Figure 1. I/O nets highlighted (run 1).
Scale bar: 20 um.
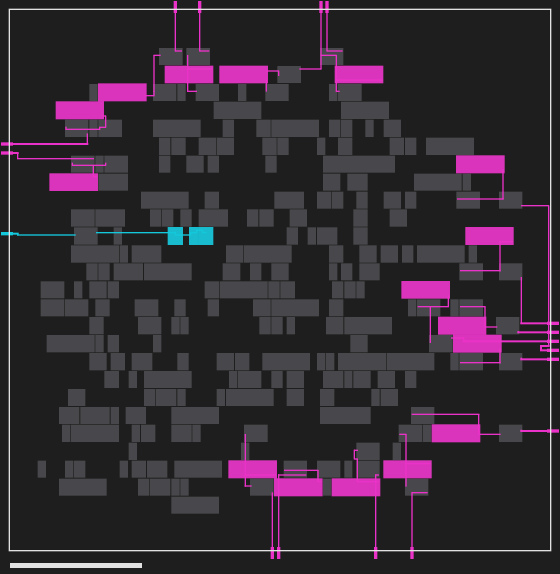
Figure 2. Metal layers overlaid (run 1).
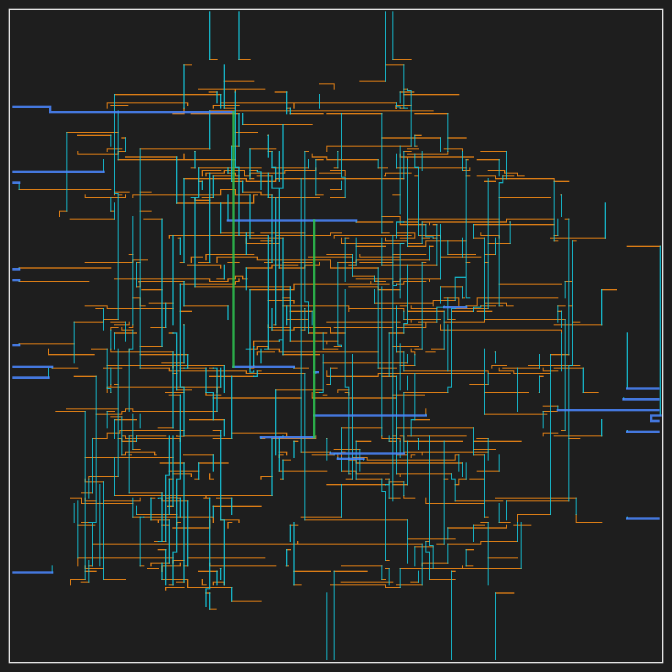
Figure 3. Placement view (run 1).
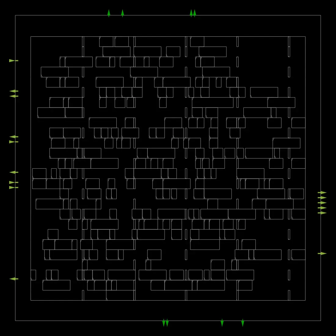
==> config.mk <==
export PLATFORM = sky130hd
export DESIGN_NAME = spike_count_classifier
export DESIGN_NICKNAME = d
export VERILOG_FILES = /design/src/rtl/snn_pkg.sv /design/src/rtl/spike_count_classifier_sat_counter.sv /design/src/rtl/spike_count_classifier.sv
export SDC_FILE = /design/constraint.sdc
export NUM_CORES = 1
export LEC_CHECK = 0
export ABC_CLOCK_PERIOD_IN_PS = 5700
export CAP_MARGIN = 20
export CORE_MARGIN = 4
export CORE_UTILIZATION = 35
export CTS_BUF_LIST = sky130_fd_sc_hd__clkbuf_4
export DETAILED_ROUTE_END_ITERATION = 7
export PLACE_DENSITY_LB_ADDON = 0.08
export SYNTH_ARGS = -nofsm -noshare
export SYNTH_HDL_FRONTEND = slang
export SYNTH_SLANG_ARGS = --single-unit
==> constraint.sdc <==
create_clock -name clk -period 5.7 [get_ports clk]
set_input_delay 1.425 -clock clk [delete_from_list [all_inputs] [get_ports clk]]
set_output_delay 1.425 -clock clk [all_outputs]
set_load 0.02 [all_outputs]
==> flow_summary.html, run 1 <==
<h2>Implementation results</h2>
<table>
<tr><th>Metric</th><th>Value</th></tr>
<tr><th colspan="2">Run status</th></tr>
<tr><td>Status</td><td>completed</td></tr>
<tr><th colspan="2">Floorplan</th></tr>
<tr><td>Die Y-Extent</td><td>81.9 um</td></tr>
<tr><td>Init Core Util</td><td>0.367</td></tr>
<tr><td>Die area</td><td>6700 um2</td></tr>
<tr><th colspan="2">Global route</th></tr>
<tr><td>First-pass GRT wire length</td><td>7180 um</td></tr>
<tr><td>Met3 Use GR</td><td>0.0384</td></tr>
<tr><td>Global-route track usage on met2</td><td>0.209</td></tr>
<tr><th colspan="2">Power and ir drop</th></tr>
<tr><td>Internal power consumption</td><td>458 uW</td></tr>
<tr><td>Power of the clock network</td><td>190 uW</td></tr>
<tr><td>Pwr top</td><td>registers</td></tr>
<tr><th colspan="2">Clock network</th></tr>
<tr><td>Maximum root-to-sink buffer count</td><td>2</td></tr>
<tr><td>Count of clock tree sinks</td><td>41</td></tr>
<tr><th colspan="2">Hold path</th></tr>
<tr><td>Hold-critical path depth</td><td>2</td></tr>
<tr><th colspan="2">Setup path</th></tr>
<tr><td>Buf/Inv on CP</td><td>3</td></tr>
<tr><td>Logic depth of the worst setup path including buffers</td><td>4</td></tr>
<tr><td>Crit path top cell by count</td><td>inv_1</td></tr>
<tr><td>Cells along the critical path</td><td>inv_1, ha_1, inv_1, clkdlybuf4s50_1</td></tr>
<tr><td>Max stage delay cell, worst path</td><td>clkdlybuf4s50_1</td></tr>
<tr><th colspan="2">Finish</th></tr>
<tr><td>Sequential cell area</td><td>821 um2</td></tr>
<tr><td>Clock tree buffer count of the final layout</td><td>6</td></tr>
<tr><td>Cell Count, Final, Fillers Out</td><td>305</td></tr>
<tr><td>Syn-to-layout area delta</td><td>17.7%</td></tr>
<tr><td>Number of signal-net buffers in the layout</td><td>21</td></tr>
<tr><td>Invs w/o clock</td><td>7</td></tr>
<tr><th colspan="2">Route</th></tr>
<tr><td>First DRT Iteration DRCs</td><td>54</td></tr>
<tr><td>Number of detailed-route iterations in the first pass</td><td>4</td></tr>
<tr><td>Vias after detailed routing</td><td>1574</td></tr>
<tr><td>Routed wire length</td><td>4010 um</td></tr>
<tr><th colspan="2">Yosys</th></tr>
<tr><td>FF+latch count, synth</td><td>41</td></tr>
<tr><td>Post-synth area from yosys stat</td><td>1910 um2</td></tr>
<tr><td>Share of the synthesized netlist area taken by xor and xnor gates</td><td>0.0229</td></tr>
<tr><td>Count of mapped cells out of synthesis</td><td>214</td></tr>
<tr><th colspan="2">Timing</th></tr>
<tr><td>Setup slack after layout</td><td>2.48 ns</td></tr>
<tr><td>Max Clock Skew</td><td>0.0163 ns</td></tr>
<tr><th colspan="2">Job</th></tr>
<tr><td># Max-Cap Violations</td><td>0</td></tr>
</table>
-- Figure 1 (at the start) --
Key: magenta = `max_count` [bits 16, direction output, end cells 16, buffers 16, wire 338 um]; cyan = `spike_in` [bits 1, direction input, end cells 3, buffers 1, wire 27.6 um]
input/output buffers: 21
I/O pin count: 23

-- Figure 2 (at the start) --
Key: green = metal 4 [wire length 59.2 um]; cyan = metal 2 [wire length 1750 um]; blue = metal 3 [wire length 148 um]; orange = metal 1 [wire length 2060 um]
combined global-route utilization of all metal layers: 0.138
DR WL/cell: 13.2 um

-- Figure 3 (at the start) --
number of cell rows: 26
core area: 5200 um2
final standard cell utilization of the core: 0.432
well-tap cell count: 70

==> run 1 -> run 2 <==
--- a/config.mk
+++ b/config.mk
@@ -5,7 +5,7 @@
 export SDC_FILE = /design/constraint.sdc
 export NUM_CORES = 1
 export LEC_CHECK = 0
-export ABC_CLOCK_PERIOD_IN_PS = 5700
+export ABC_CLOCK_PERIOD_IN_PS = 3220
 export CAP_MARGIN = 20
 export CORE_MARGIN = 4
 export CORE_UTILIZATION = 35
==> constraint.sdc (replaced) <==
create_clock -name clk -period 3.22 [get_ports clk]
set_input_delay 0.805 -clock clk [delete_from_list [all_inputs] [get_ports clk]]
set_output_delay 0.805 -clock clk [all_outputs]
set_load 0.02 [all_outputs]
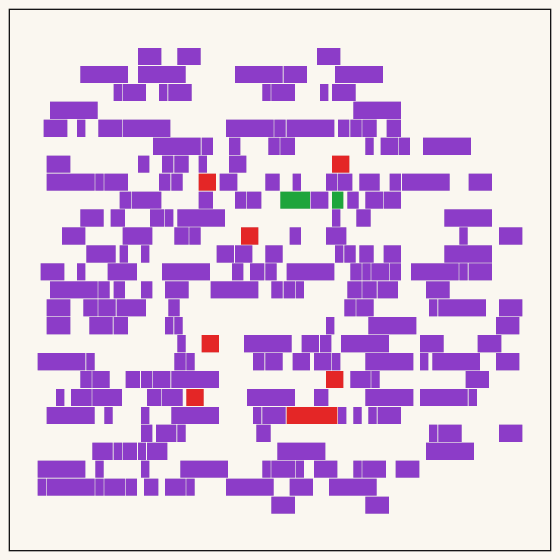
Figure 4: run 2, drive-strength map.
Key: red = _3 and _4 cells [cells 7, share 3.0%]; green = _2 cells [cells 2, share 0.85%]; purple = _0 and _1 cells [cells 227, share 96%]
setup slack after layout: 0.635 ns
number of signal-net buffers in the layout: 22
final std cell area, no fill: 2230 um2
Syn-to-layout area delta: 16.6%

==> run 2 against run 1 <==
  * Clock skew down 0.012 ns
  * Wire length down 1.4%
  * Flip-flop count unchanged
  * Synthesized cell count unchanged
  * Largest cell class unchanged
  * Largest power group unchanged
==> flow_summary.html, run 2 <==
<h2>Implementation results</h2>
<table>
<tr><th>Metric</th><th>Value</th></tr>
<tr><th colspan="2">Timing</th></tr>
<tr><td>Final count of hold timing violations</td><td>0</td></tr>
<tr><td>Max Clock Skew</td><td>0.00458 ns (-0.0117 ns)</td></tr>
<tr><th colspan="2">Yosys</th></tr>
<tr><td>Count of mapped cells out of synthesis</td><td>214 (unchanged)</td></tr>
<tr><td>EDFF count, synth</td><td>0</td></tr>
<tr><td>FF+latch count, synth</td><td>41 (unchanged)</td></tr>
<tr><td>Post-synth area from yosys stat</td><td>1910 um2 (unchanged)</td></tr>
<tr><td>Most numerous cell in the Yosys netlist</td><td>dfxtp_1</td></tr>
<tr><td>Largest logic family</td><td>simple AND/OR/NAND/NOR gates</td></tr>
<tr><td>Share of flip-flops with an asynchronous set or reset</td><td>0</td></tr>
<tr><th colspan="2">Floorplan</th></tr>
<tr><td>Number of cell rows</td><td>26 (unchanged)</td></tr>
<tr><td>Init Core Util</td><td>0.367 (unchanged)</td></tr>
<tr><td>Well-tap cell count</td><td>70 (unchanged)</td></tr>
<tr><td>Die area</td><td>6700 um2 (unchanged)</td></tr>
<tr><td>Width of the chip</td><td>81.9 um</td></tr>
<tr><td>Core area</td><td>5200 um2 (unchanged)</td></tr>
<tr><td>Die Y-Extent</td><td>81.9 um (unchanged)</td></tr>
<tr><td>I/O pin count</td><td>23 (unchanged)</td></tr>
<tr><th colspan="2">Clock network</th></tr>
<tr><td>Count of clock tree sinks</td><td>41 (unchanged)</td></tr>
<tr><td>Maximum root-to-sink buffer count</td><td>2 (unchanged)</td></tr>
<tr><td>Clock slew at reported path FFs</td><td>0.12 ns</td></tr>
<tr><td>TritonCTS Buffers</td><td>5</td></tr>
<tr><td>Count of H-tree levels built during CTS</td><td>2</td></tr>
<tr><th colspan="2">Setup path</th></tr>
<tr><td>Depth of the worst register-to-register path</td><td>6</td></tr>
<tr><td>Max stage delay cell, worst path</td><td>clkdlybuf4s50_1</td></tr>
<tr><td>Logic depth of the worst setup path including buffers</td><td>4 (unchanged)</td></tr>
<tr><td>Buf/Inv on CP</td><td>3 (unchanged)</td></tr>
<tr><td>Cells along the critical path</td><td>inv_1, ha_1, inv_1, clkdlybuf4s50_1</td></tr>
<tr><td>Crit path top cell by count</td><td>inv_1</td></tr>
<tr><th colspan="2">Placed design</th></tr>
<tr><td>Input/output buffers</td><td>21 (unchanged)</td></tr>
<tr><th colspan="2">Hold path</th></tr>
<tr><td>Hold-critical path depth</td><td>2 (unchanged)</td></tr>
<tr><th colspan="2">Route</th></tr>
<tr><td>DR WL/cell</td><td>12.9 um (-1.7%)</td></tr>
<tr><td>Vias after detailed routing</td><td>1535 (-2.5%)</td></tr>
<tr><td>First DRT Iteration DRCs</td><td>62 (+15%)</td></tr>
<tr><td>Routed wire length</td><td>3960 um (-1.4%)</td></tr>
<tr><td>Number of detailed-route iterations in the first pass</td><td>4 (unchanged)</td></tr>
<tr><th colspan="2">Global route</th></tr>
<tr><td>Combined global-route utilization of all metal layers</td><td>0.134 (-0.00373)</td></tr>
<tr><td>First-pass GRT wire length</td><td>6950 um (-3.3%)</td></tr>
<tr><td>Global-route track usage on met2</td><td>0.203 (-0.00646)</td></tr>
<tr><th colspan="2">Power and ir drop</th></tr>
<tr><td>Power of the clock network</td><td>244 uW (+28%)</td></tr>
<tr><td>Internal power consumption</td><td>720 uW (+57%)</td></tr>
<tr><td>Clock Power Share</td><td>0.226</td></tr>
<tr><td>Pwr top</td><td>registers</td></tr>
<tr><th colspan="2">Run status</th></tr>
<tr><td>Status</td><td>completed</td></tr>
<tr><th colspan="2">Finish</th></tr>
<tr><td>Invs w/o clock</td><td>7 (unchanged)</td></tr>
<tr><td>Sequential cell area</td><td>821 um2 (unchanged)</td></tr>
<tr><td>Cell Count, Final, Fillers Out</td><td>306 (+0.33%)</td></tr>
<tr><td>Combinational Area</td><td>1020 um2</td></tr>
<tr><td>Clock tree buffer count of the final layout</td><td>5 (-1)</td></tr>
<tr><td>Final standard cell utilization of the core</td><td>0.428 (-0.00409)</td></tr>
<tr><th colspan="2">Job</th></tr>
<tr><td># Max-Cap Violations</td><td>0 (unchanged)</td></tr>
</table>
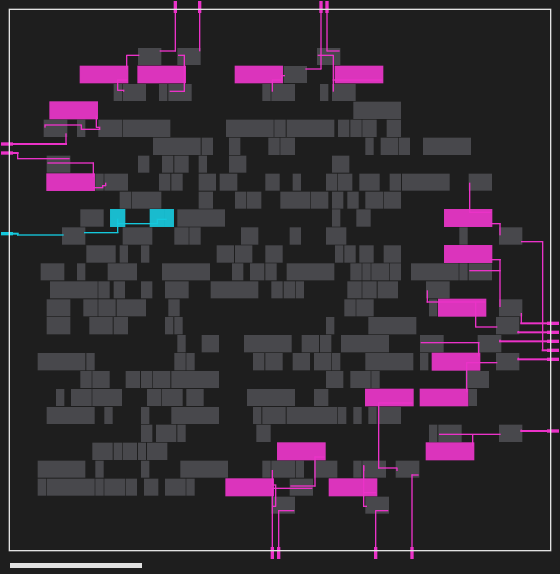
Figure 5: run 2, I/O nets highlighted.
Scale bar: 20 um.

Power is estimated from default activity; no workload was simulated.
